Design pipelined_adder, sky130hd; sources not shown.
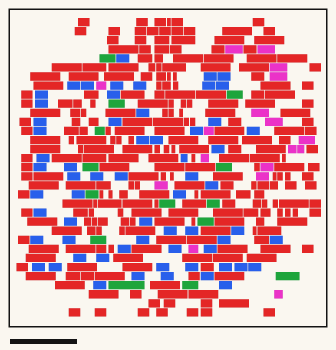
(sizing map)
Bar = 20 µm.
- red: _0 and _1 cells (cells 258)
- blue: _2 cells (cells 62)
- magenta: _3 and _4 cells (cells 17)
- green: _6 and larger (cells 14)
synth-to-layout area growth: 16.93%
Non-clk bufs: 58
Final WS setup: 0.7375 ns

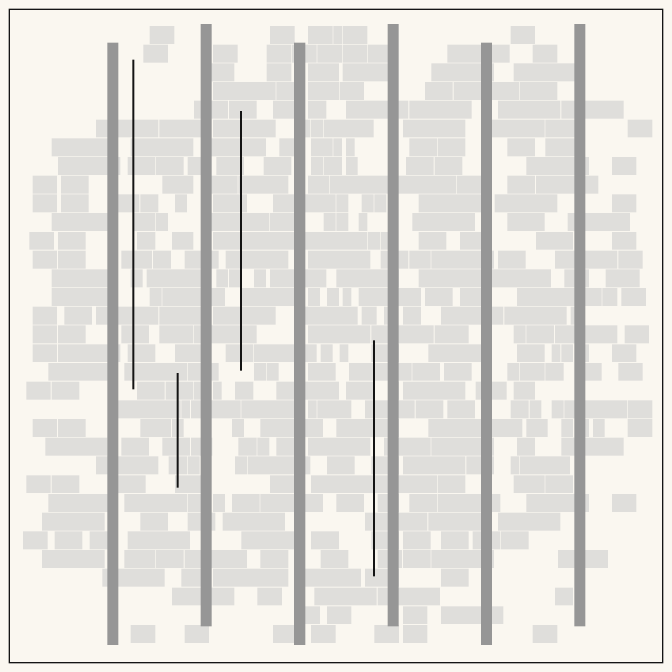
(the metal 4 layer)
Supply wires on this layer in gray.
- wire length on this layer: 135 µm
- main direction: vertical
- nets with wire on the layer: 2
overall routed net length: 6635 µm
via count: 2,390

==> impl_metrics.yaml <==
# physical design summary
worst_setup_path:
  r2r_slack_ns: 0.74
  cp_max_fo: 2
  crit_required_ns: 2.83
  startpoint_type: "register"
  end_kind: "register"
  worstPathArrival_ns: 2.09
  worst-r2r-cell-count: 5
  critical_path_class: "reg2reg"
final_timing:
  rsz0062_at_grt: "no"
  fmax_ghz: 0.5369
  timing.final.crit_share: 0.7163
  setup_violations: 0
  slew_headroom: 0.6058
  slew_viol_final: 0
  period_needed_ns: 1.862
  worstMarginPinSlew_ns: 0.5892
  finalSetupTns_ns: 0
  skew_ns: 0.01045
  hold_viol_final: 0
drt:
  drtIter0Drc: 96
  wire_per_inst_um: 14.55
  antenna_left: 0
  remaining_drc_errors: 0
  via_per_inst: 5.241
  firstDrtPassIters: 4
run:
  drv_cap: 0
  warnings: 26
finish:
  final_area_um2: 5029
  n_antenna_cell: 0
  finalNonFillerCells: 456
  final_nets: 403
  layout-drive-gt1-share: 0.2650
  seqCellArea_um2: 2402
  postLayoutCoreUtil: 0.6089
  n_fill_cell: 654
  mi_logic_area_um2: 1632
grt:
  grt_pass1_vias: 2399
  grtUsageMet3: 0.04348
  use_met2: 0.2752
  grt.met1_usage: 0.2210
  antenna_found_initial: 0
  track_usage: 0.1717
  grt_max_degree: 97
  busiest_layer: "met2"
  grt_first_pass_wirelength_um: 11410
  grt_overflow: 0
yosys:
  ys_cells: 303
  synth_flops: 96
  area_leaders: "dfrtp_1 56%, mux2_2 16%, fa_1 3.7%"
  synth_cell_types: 32
  yosysWarnings: 0
  synth_area_um2: 4300
  yosysTopAreaCell: "dfrtp_1"
  synth_top_area_share: 0.5586
  yosys_area_um2: 4300
  synth_area_per_cell_um2: 14.19
  ys_seq_frac: 0.5586
  syn_inst: 303
  fp_nets: 360
clock_tree:
  clk_latency_ns: 0.37
  h-tree-depth: 3
  cts_tree: "yes"
  clockBufferDepth: 2
  clkSlewWorstSetupHoldPaths_ns: 0.10
  post_cts_buffers: 0
  cts_root_buf: "clkbuf_8"
  cts_inserted_buffers: 9
  cts.sinks: 96
  post_cts_resize_count: 0
  postCtsHoldBufs: 0
placed_design:
  io_buffers: 55
  place_area_um2: 4817
  hpwlAfterDp_um: 4668
  gp_congestion: 0.8132
  dp_cells: 440
power_and_ir_drop:
  irDropWorstVdd_uv: 466.6
  power_leakage_uw: 0.002209
  power_density_nw_per_um2: 1151
  finalPower_uw: 5790
floorplan:
  die_h_um: 94.74
  fp-utilization: 0.5208
  num_rows: 33
  ios: 56
  die-area_um2: 8976
  core_area_um2: 8258
  dieWidth_um: 94.74
hold_path:
  hp-class: "in2async"
status:
  status: "completed"
## layout by cell type, fill, tap and decap left out, types with 3 or more instances in the layout
master	Yosys	final
clkbuf_8	0	9
clkinv_4	0	3
a21boi_0	4	4
mux2_4	6	6
and3b_1	3	3
mux2_1	10	10
o31ai_1	3	3
mux2_2	61	61
inv_1	15	14
a21oi_1	8	8
o21ai_0	26	26
clkdlybuf4s50_1	0	55
ha_1	12	12
dfrtp_1	96	96
nand3_1	3	3
fa_1	8	8
## kinds of logic (layout without fill, tap and decap cells)
logic type / count (synthesis) / after routing / synth area share
xor+xnor: 4 / 4 / 0.008148
fa+ha+maj: 20 / 20 / 0.07215
mux: 77 / 77 / 0.2069
compound gates: 46 / 46 / 0.06139
flops: 96 / 96 / 0.5586
buf+inv: 42 / 90 / 0.06197
simple gates: 18 / 18 / 0.03084
## Yosys cell counts, drive strengths merged
library cell and instances:
xnor2 2, fa 8, a21o 2, ha 12, dfrtp 96, mux2 77, and3 1, and3b 3
nor3 2, clkbuf 1, buf 25, nand3 3, o21ai 26, a2111oi 1, xor2 2, inv 16
a311o 1, nand3b 1, a21boi 4, a21oi 8, nand2 5, nor2b 3, a22oi 1, o31ai 3
## routing by layer
metal	vias to the layer above	part of all wire	wire (µm)
met5	-	0	0
met4	0	0.020	135
met3	12	0.033	222
met2	38	0.50	3314
met1	1217	0.45	2963
li1	1123	-	-
## where the power goes
part           leakage (µW)  internal [µW]  switching, µW  total [µW]
clock network      0.000108            466            550        1020
registers           0.00114           2160            368        2530
logic              0.000960           1310            931        2250
## critical path, stage by stage, from the launching register on
cell and delay [ns]:
dfrtp_1 0.43, fa_1 0.48, fa_1 0.43, a21o_1 0.19, a21oi_1 0.12, o21ai_0 0.08
## final cells by class
type                       instances  area share
sequential                        96      0.4777
multi-input combinational        165      0.3245
timing repair buffer              58      0.1164
tap                              105     0.02613
clock buffer                       9     0.02463
clock inverter                     7     0.01742
inverter                          16     0.01319
## metrics by stage
stage               setup WS (ns)  hold WS [ns]
finish                     0.7375        0.3759
global route               0.6232        0.4166
CTS                        0.7098        0.3940
detailed placement         0.6336        0.4682
global placement           0.6502        0.4611
floorplan                  0.8805        0.3917
No activity file was given, so power comes from the tool's default toggle rates.
